**config.mk**
```make
export PLATFORM = sky130hd
export DESIGN_NAME = accu_group_feeder
export DESIGN_NICKNAME = d
export VERILOG_FILES = /design/src/rtl/accu_group_feeder.sv
export SDC_FILE = /design/constraint.sdc
export NUM_CORES = 1
export LEC_CHECK = 0
export ABC_AREA = 0
export ABC_CLOCK_PERIOD_IN_PS = 5200
export CORE_ASPECT_RATIO = 1.2
export CORE_MARGIN = 1.5
export CORE_UTILIZATION = 61
export CTS_BUF_LIST = sky130_fd_sc_hd__clkbuf_16
export DETAILED_ROUTE_END_ITERATION = 10
export GPL_ROUTABILITY_DRIVEN = 0
export PLACE_DENSITY = 0.84
export SYNTH_ARGS = -nofsm -noshare
export SYNTH_HDL_FRONTEND = slang
export SYNTH_SLANG_ARGS = --single-unit
```
**constraint.sdc**
```tcl
create_clock -name clk -period 5.2 [get_ports clk]
set_clock_uncertainty 0.1 [all_clocks]
set_input_delay 1.04 -clock clk [delete_from_list [all_inputs] [get_ports clk]]
set_output_delay 1.04 -clock clk [all_outputs]
set_load 0.01 [all_outputs]
```
**src/rtl/accu_group_feeder.sv**
```systemverilog
// Transmit side of the accumulate interface: takes a packed group of N samples and streams
// them one lane per beat (LSB lane first), with one group active and one pending.
module accu_group_feeder #(
  parameter  int unsigned DATA_W = 8,
  parameter  int unsigned N      = 4,
  localparam int unsigned SUM_W  = DATA_W + $clog2(N),
  localparam int unsigned IDX_W  = $clog2(N)
) (
  input  logic                clk,
  input  logic                rst_n,
  input  logic [N*DATA_W-1:0] grp_in,
  input  logic                grp_valid,
  output logic                grp_ready,
  output logic [DATA_W-1:0]   data_out,
  output logic                valid_out,
  input  logic                ready_in,
  output logic                last_out,
  output logic [IDX_W-1:0]    beat_idx,
  output logic [SUM_W-1:0]    grp_sum
);

  localparam logic [0:0]       S_IDLE = 1'b0;
  localparam logic [0:0]       S_SEND = 1'b1;
  localparam logic [IDX_W-1:0] LAST   = IDX_W'(N - 1);

  logic [0:0]          state_q, state_d;
  logic [N*DATA_W-1:0] act_q, act_d;
  logic [SUM_W-1:0]    act_sum_q, act_sum_d;
  logic [N*DATA_W-1:0] pend_q, pend_d;
  logic [SUM_W-1:0]    pend_sum_q, pend_sum_d;
  logic                pend_full_q, pend_full_d;
  logic [IDX_W-1:0]    beat_q, beat_d;
  logic [DATA_W-1:0]   data_q, data_d;

  logic             accept;
  logic             xfer;
  logic             last_xfer;
  logic [SUM_W-1:0] in_sum;

  function automatic logic [SUM_W-1:0] lane_sum(input logic [N*DATA_W-1:0] g);
    logic [SUM_W-1:0] s;
    s = '0;
    for (int unsigned k = 0; k < N; k++) begin
      s = s + SUM_W'(g[k*DATA_W +: DATA_W]);
    end
    return s;
  endfunction

  assign grp_ready = !pend_full_q;
  assign valid_out = (state_q == S_SEND);
  assign last_out  = valid_out && (beat_q == LAST);
  assign beat_idx  = beat_q;
  assign data_out  = data_q;
  assign grp_sum   = act_sum_q;

  assign accept    = grp_valid && grp_ready;
  assign xfer      = valid_out && ready_in;
  assign last_xfer = xfer && (beat_q == LAST);
  assign in_sum    = lane_sum(grp_in);

  always_comb begin
    state_d     = state_q;
    act_d       = act_q;
    act_sum_d   = act_sum_q;
    pend_d      = pend_q;
    pend_sum_d  = pend_sum_q;
    pend_full_d = pend_full_q;
    beat_d      = beat_q;
    case (state_q)
      S_IDLE: begin
        if (accept) begin
          act_d     = grp_in;
          act_sum_d = in_sum;
          beat_d    = '0;
          state_d   = S_SEND;
        end
      end
      S_SEND: begin
        // Last beat frees the active slot: pending wins, else a same-cycle accept lands in active.
        if (last_xfer) begin
          beat_d = '0;
          if (pend_full_q) begin
            act_d       = pend_q;
            act_sum_d   = pend_sum_q;
            pend_full_d = 1'b0;
          end else if (accept) begin
            act_d     = grp_in;
            act_sum_d = in_sum;
          end else begin
            state_d = S_IDLE;
          end
        end else begin
          if (xfer) beat_d = beat_q + 1'b1;
          if (accept) begin
            pend_d      = grp_in;
            pend_sum_d  = in_sum;
            pend_full_d = 1'b1;
          end
        end
      end
      default: state_d = S_IDLE;
    endcase

    data_d = '0;
    for (int unsigned k = 0; k < N; k++) begin
      if (beat_d == IDX_W'(k)) data_d = act_d[k*DATA_W +: DATA_W];
    end
  end

  always_ff @(posedge clk or negedge rst_n) begin
    if (!rst_n) begin
      state_q     <= S_IDLE;
      act_q       <= '0;
      act_sum_q   <= '0;
      pend_q      <= '0;
      pend_sum_q  <= '0;
      pend_full_q <= 1'b0;
      beat_q      <= '0;
      data_q      <= '0;
    end else begin
      state_q     <= state_d;
      act_q       <= act_d;
      act_sum_q   <= act_sum_d;
      pend_q      <= pend_d;
      pend_sum_q  <= pend_sum_d;
      pend_full_q <= pend_full_d;
      beat_q      <= beat_d;
      data_q      <= data_d;
    end
  end

endmodule

```
Figure 1. Clock network drawn from the DEF (run 1).
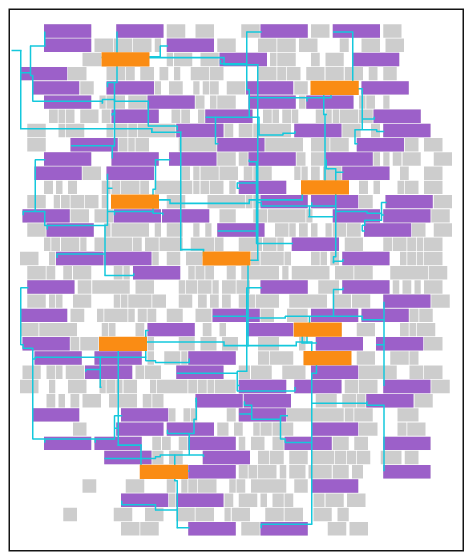
[clock wires] cyan | length: 1100 um
[cells driving clock nets] orange | count: 9
[flip-flops] purple | count: 96
flops lie	widely spread
clock group total power: 635 uW
Clk network pwr share: 19.7%

Figure 2. Drive-strength map (run 1).
Bar = 20 um.
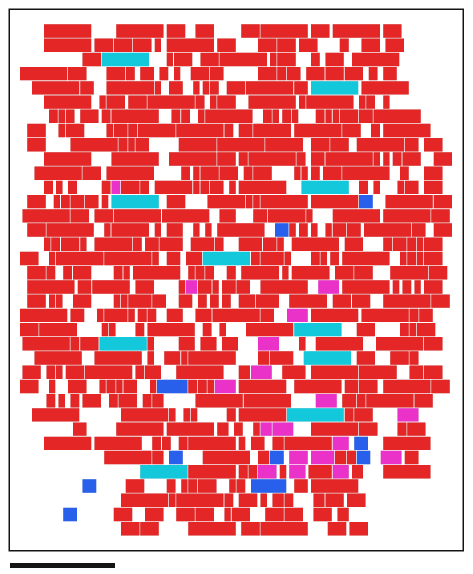
size	colour	cells	share
drive 1 or less	red	480	93%
drive 3 to 4	blue	10	1.9%
drive 2	magenta	18	3.5%
drive 6 and up	cyan	10	1.9%
Final Cell Area: 5900 um2
setup ws final: 0.993 ns
Syn-to-layout area delta: 15.3%

==> run summary, run 1 <==
Update from the flow run.

The flow ran to the end, and the final reports show no timing, DRC or antenna violations. Grouping stages by cell kind, the critical path spends the most delay in adder cells. Yosys printed 0 warnings.

The number of synthesized register bits is 96. TritonCTS reports the number of clock sinks as 96. Clock tree synthesis selected as its root buffer the cell clkbuf_16. For the worst setup path, the data arrival time is 4.30 ns.

Total power normalized to cell area comes to 547 nW/um2. Per the cell usage report, the commonest logic cells after layout are dfrtp_1, o21ai_0, clkdlybuf4s50_1. The area share of the leading cell type in the synthesized netlist is 47.0%. Looking at the cell usage after synthesis, the top flip-flop cell is dfrtp_1. Setup repair after global routing left no endpoint under its margin. The area of the core is around 8100 um2. The remaining number of nets flagged by the antenna check after routing is 0.

The area of the multi-input gates is 2310 um2. Including well taps, the total number of placed cells is 597. The sequential cells in the finished layout cover a total of 2400 um2. The count of endpoints failing setup in the final report is 0. The critical path goes through clkdlybuf4s50_1 -> inv_1 -> fa_1 -> inv_1 -> fa_1 -> ha_1 -> fa_1 -> a211oi_1 -> o21ai_0 -> a21o_1 -> a21oi_1 -> o21ai_0. Cells with a size suffix above 1 make up 7.34% of the layout. The net count entering floorplan is 529. Per the repair_timing log after CTS, setup buffers inserted total 0. The first global-routing pass estimated 18100 um of wire. The proportion of register bits with asynchronous set or reset after synthesis is 100%. Summed over all routing layers, the global router reports a total usage of a little over a quarter. The I/O pin total is around 59. The remaining global-route overflow is 0. The critical register-to-register path endpoint is data_out[2].

The number of vias per cell after detailed routing is around 6. The worst hold path stage count is 2. The wire length recorded after detailed routing is between 10000 and 15000 um. TritonCTS built the clock tree.

Yosys reports a chip area of 5110 um2. The area of the mapped netlist is 5110 um2. The max capacitance violation total is 0. The number of detailed-route iterations in the first pass is 5. The worst register-to-register path depth is 6. Counting both buffers and inverters, the worst setup path holds a total of 3. The number of unique standard cell types used by synthesis is 46. The final cycle utilization of the critical path is 80.9%. By startpoint and endpoint, the worst setup path is classified as in2reg. The worst max-slew margin expressed relative to the limit is 24.4%. STA shows the worst min-delay path finishing at pend_q[15]. After clock tree synthesis, the clock-pin slew on the worst setup and hold paths is 0.06 ns. The actual transition at the worst max-transition pin is ~1.1 ns. Yosys attributes the largest share of cell area to dfrtp_1, mux2i_1, o21ai_0. IR analysis of the VDD net gives a maximum drop of 0.325 mV. The synthesized instance count is 467. The die span in x is around 87 um. Per the CTS log, the buffer count on the longest clock path is 2.

The largest net degree at the start of global routing is 76. For reference, the final report shows the max-slew violation count at 0. The worst-path cell with the longest stage delay is fa_1. Summed over all instances, the cell type with the most area after synthesis is dfrtp_1. The post-detailed-route wirelength per cell is 17.9 um. The biggest fanout along the worst timing path is 3.

The post-synth count of flops with an enable pin is 0. Leaving out fill and tap cells, the most frequent cell in the layout is dfrtp_1. After filler insertion, the fill cell instance count of the layout stands at between 500 and 600.

The number of nets in the layout is about 580. The shortest period the worst path allows is 4.21 ns. The vias after detailed routing is roughly 3700. The clock H-tree reported by CTS has 3 levels.

The post-cts repair resize count is 0. The kind of path behind the tightest hold check is reg2reg. The total die area is 8940 um2. Counting buffers and inverters, the worst setup path is 12 cells deep. The height of the die is 103 um. The critical path endpoint has a required time of roughly 5.3 ns.

The critical path startpoint category is an input port. Note, the detailed placer reported a final HPWL of 7310 um. The category of the worst setup path capture point is a register. The floorplan utilization is 63.1%.

The floorplan has 36 rows. The total of buffers placed on input and output ports is slightly below 60. Across all stage logs, warnings added up to 26. The detailed router finished its first iteration with 275 violations.

In this run the most critical hold path is launched from pend_q[15]. The antenna cell count is 0. The achievable frequency is 0.238 GHz.

The final standard cell count with taps included and fillers excluded is 613. In the final timing run, aggregate negative setup slack is 0 ns. The script parses the final routing iteration and logs DRC violations as 0. In this run the cell area measured after placement is 5620 um2. The worst register-to-register path begins at beat_idx[0]. The cell count listed in synth_stat.txt is roughly 470. Counting stages on the worst path, the most repeated cell is fa_1. The hold buffer count at CTS is 0.

The final number of hold-violating endpoints is 0. The initial antenna violation count is 0. The number of global-route vias before repair was 3757. The register area share after synthesis is 47.0%. The setup slack on the worst flop-to-flop path is 2.58 ns. The script extracted a total leakage power of 0.00288 uW. The number of buffers created by CTS is 9. The average instance area after synthesis is 11.0 um2. The longest incremental delay of any stage on the critical path is reported as between 0.5 and 0.6 ns.
Figure 3. Clock wiring as the flow saved it (run 1).
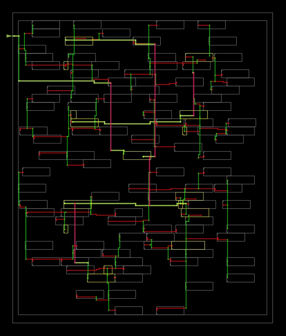
clock latency on the worst-skew pair: 0.35 ns
clock buffer count: 9

==> run 1: cells in the mapped netlist, drive strengths merged (2+ instances only) <==
cell,number
xor2,4
a21o,4
nor2,8
a21oi,17
a211oi,2
dfrtp,96
xnor2,2
o21ai,71
fa,16
a22oi,32
o21a,2
mux2i,56
mux2,9
inv,43
nand3,3
a31oi,3
o22ai,6
nand2b,3
clkbuf,11
ha,10
buf,18
nand2,38
o32ai,2
==> run 1: stage by stage <==
step                      setup WS (ns)  hold slack, ns  util, %  power, uW
after floorplan                    1.42           0.345        -       2190
after global placement            0.769           0.360     69.3       2520
after detailed placement          0.698           0.372     69.3       2590
after CTS                          1.02           0.386     72.7       3240
after global routing              0.854           0.417     72.7       3450
final                             0.993           0.387     72.7       3220
==> run 1: kinds of logic after synthesis <==
logic type               share of synthesized area (%)
AND/OR/NAND/NOR                                   4.97
buffers and inverters                             8.00
adder cells (fa/ha/maj)                           8.71
multiplexers                                      12.9
XOR/XNOR                                          1.03
flip-flops                                        47.0
AND-OR/OR-AND                                     17.4
==> run 1: sequential cells by signal (all words and copies together) (netlist names) <==
signal / flops
beat_idx: 2
data_out: 8
valid_out: 1
pend_q: 32
pend_full_q: 1
act_q: 32
pend_sum_q: 10
grp_sum: 10
==> run 1: how the worst max path moves through the flow <==
stage,startpoint,end,slack (ns)
4_1_cts,grp_in[1],pend_sum_q[7],1.02
3_3_place_gp,grp_in[1],pend_sum_q[7],0.77
3_5_place_dp,grp_in[1],pend_sum_q[7],0.70
5_1_grt,grp_in[1],pend_sum_q[9],0.85
6_report,grp_in[1],pend_sum_q[9],0.99
2_1_floorplan,grp_in[1],pend_sum_q[7],1.42
==> run 1: report_power, final <==
part / total (uW) / internal [uW] / switching (uW)
Clock: 635 / 365 / 270
Combinational: 1330 / 621 / 711
Sequential: 1260 / 1080 / 182
Total: 3220 / 2060 / 1160
==> run 1: tightest hold or removal path, cell delays in order, from the launching register on <==
cell     delay (ns)
dfrtp_1        0.35
nand2_1        0.05
o21ai_0        0.06
==> run 1: routing by layer <==
layer	track usage [%]	share of wire, %	vias to the layer above
li1	-	-	1733
met1	34.0	42	1843
met2	45.9	52	91
met3	4.60	3.9	25
met4	11.8	2.4	0
met5	0	0	-
==> run 1: area by class of cell <==
class | count | share of cell area (%)
well taps | 95 | 2.02
clock inverters | 7 | 0.976
clock buffers | 9 | 3.82
inverters | 43 | 2.74
repair buffers | 64 | 10.6
multi-input cells | 299 | 39.2
flip-flops and latches | 96 | 40.7
## Run 2: what changed since run 1
Settings changed: ABC_CLOCK_PERIOD_IN_PS 5200 to 4200, CORE_UTILIZATION 61 to 56, PLACE_DENSITY 0.84 to 0.78.
Clock period 5.2 ns to 4.2 ns, I/O delays scaled along.
Figure 4. Clock wiring as the flow saved it (run 2).
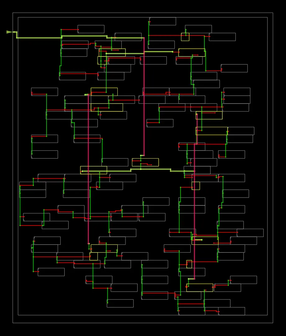
cts bufs inserted: 9
number of clock sinks seen by CTS: 96
clock group total power: 877 uW

==> run 2 against run 1 <==
  * Critical path depth stayed put
  * Combinational power up 26%
  * Core utilization fell by 5.4 points
  * Register-to-register slack lost 0.82 ns
  * Cell area is 2.1% higher
  * Worst hold slack got worse by 0.15 ns
  * Routed wire length up 5.0%
  * Flip-flop count unchanged
  * Count of clock-buffer cells in the layout is the same
  * Synthesized area did not move
==> run summary, run 2 <==
Update from the flow run.

The count of endpoints failing setup in the final report is 0 (unchanged). The net count entering floorplan was 529 (unchanged). The actual transition at the worst max-transition pin was 0.814 ns (-0.321 ns). The max capacitance violation total came to 0 (unchanged). The leakage power is 0.00291 uW (+1.0%). The buffer cell driving the clock tree root is clkbuf_16. The met2 track demand over resource in global routing is 41.7% (-4.2 points). The area of the mapped netlist came to 5110 um2 (unchanged).

The worst path buffer plus inverter count came to 3 (unchanged). By startpoint and endpoint, the worst setup path is classified as in2reg. The biggest fanout along the worst timing path came to 2 (-1). The largest net degree at the start of global routing came to 60 (-21%). The Yosys warning count is 0 (unchanged). The post-CTS setup buffer count is 0 (unchanged).

The number of nets in the layout was 579 (+0.70%). The initial antenna violation count is 0 (unchanged). The number of global-route vias before repair is 3765 (+0.21%).

The synthesis area per yosys is 5110 um2 (unchanged). The total die area came to 9720 um2 (+8.6%). The prevailing post-synth register cell is dfrtp_1. The clock input transition at the sequential cells of the worst setup and hold paths is 0.07 ns (about the same). The first-iteration detailed-routing DRC count is 275 (unchanged). The worst max-slew margin expressed relative to the limit came to 45.7% (+21 points).

The required time at the endpoint of the critical path was 4.32 ns (-0.98 ns). The cell class contributing the biggest share of worst-path delay is adder cells. The worst-skew pair later-pin latency is 0.35 ns (about the same). The die span in x is 90.2 um (+4.2%). The share of final-layout standard cells stronger than drive strength 1 was 8.81% (+1.5 points). The area share of the leading cell type in the synthesized netlist is 47.0% (unchanged). STA classifies the critical path endpoint as a register. Setup repair after global routing left no endpoint under its margin. The cell type that accounts for the most area after synthesis is dfrtp_1. TritonCTS built the clock tree.

The synthesized instance count was 467 (unchanged). The hold buffer count at CTS came to 0 (unchanged). The floorplan utilization is 57.2% (-5.9 points). The maximum vdd ir drop is 0.329 mV (+1.1%). Based on the critical path, the design can be clocked at up to 0.257 GHz. The height of the die is 108 um (+4.2%). The worst-path cell with the longest stage delay is fa_1. met2 is the most crowded layer.

Walking the worst path, the cells encountered are clkdlybuf4s50_1 -> inv_1 -> fa_1 -> inv_1 -> fa_1 -> ha_1 -> fa_1 -> a211oi_1 -> o21bai_1 -> a21oi_1 -> xor2_1 -> o21ai_0. The largest registers in the layout are act_q: 32 flops, pend_q: 32 flops. The worst hold slack is 0.241 ns (-0.146 ns).

The post-route setup TNS is 0 ns (unchanged). The flow ran to the end, and the final reports show no timing, DRC or antenna violations. The total count of max-transition violations in the final report is 0 (unchanged). Ranking logic cells in the layout by count gives the top entries dfrtp_1, o21ai_0, clkdlybuf4s50_1. The power consumption is 4100 uW (+27%). The average instance area after synthesis is 11.0 um2 (unchanged). The met1 demand-to-capacity share in global routing is 34.0% (-0.049 points). The number of warnings in the stage logs is 26 (unchanged).

The most numerous cell on the critical path is fa_1. The number of vias per cell after detailed routing came to 5.78 (-4.0%). The vias after detailed routing is 3711 (+0.51%). The global routing met3 resource utilization is 4.87% (+0.27 points). The commonest cells after synthesis are dfrtp_1, o21ai_0, mux2i_1, inv_1, nand2_1. The maximum level of the CTS H-tree is 3 (unchanged).

By instance count after routing, the leading logic cell type is dfrtp_1. The area growth from synthesis to layout is 17.8%.
==> run 2: cell counts after synthesis <==
No cell type changed its count.
==> run 2: cell families (layout without fill, tap and decap cells) <==
group | count (synthesis) | count (layout) | share of synthesized area (%)
fa+ha+maj | 26 | 26 | 8.71
mux | 65 | 65 | 12.9
buf+inv | 72 | 127 | 8.00
flops | 96 | 96 | 47.0
xor+xnor | 6 | 6 | 1.03
compound gates | 144 | 144 | 17.4
simple gates | 58 | 58 | 4.97
==> run 2: worst reg2reg max path: stages, from the launching register on <==
cell     delay (ns)
dfrtp_1        0.41
ha_1           0.36
and4_2         0.83
a22oi_1        0.16
o21ai_0        0.18
mux2i_1        0.15
mux2i_1        0.17
==> run 2: through the flow <==
step                cells  instance area, um2  setup WS (ns)
global placement      626                5700       -0.00486
detailed placement    626                5700        -0.0175
finish                642                6020          0.310
CTS                   642                6020          0.333
global route          642                6020         0.0830
floorplan             467                5110          0.624
==> run 2: worst paths after layout <==
check / to / slack [ns] / start / cells past startpoint
worst max-delay path: pend_sum_q[7] / 0.31 / grp_in[1] / 12
max in group asynchronous: pend_q[6] / 2.95 / rst_n / 2
worst max register to register: data_out[6] / 1.76 / beat_idx[1] / 6
min in group clk: pend_q[3] / 0.38 / pend_q[3] / 2
worst min-delay path: pend_q[17] / 0.24 / rst_n / 1
worst min register to register: pend_q[3] / 0.38 / pend_q[3] / 2
==> run 2: layout make-up <==
class	instances	area [um2]
repair buffers	68	678
clock inverters	7	96.3
inverters	43	161
well taps	120	150
multi-input cells	299	2310
flip-flops and latches	96	2400
fillers	723	2920
clock buffers	9	225
==> run 2: power by group <==
part           total [uW]  switching [uW]  internal, uW
Combinational        1680             891           786
Clock                 877             356           521
Sequential           1550             222          1330
Total                4100            1470          2640
==> run 2: per-layer routing <==
metal | part of all wire, % | wire length (um) | vias to the layer above
li1 | - | - | 1738
met1 | 44 | 5090 | 1854
met2 | 49 | 5630 | 101
met3 | 4.6 | 529 | 18
met4 | 2.2 | 258 | 0
met5 | 0 | 0 | -
Power is estimated from default activity; no workload was simulated.
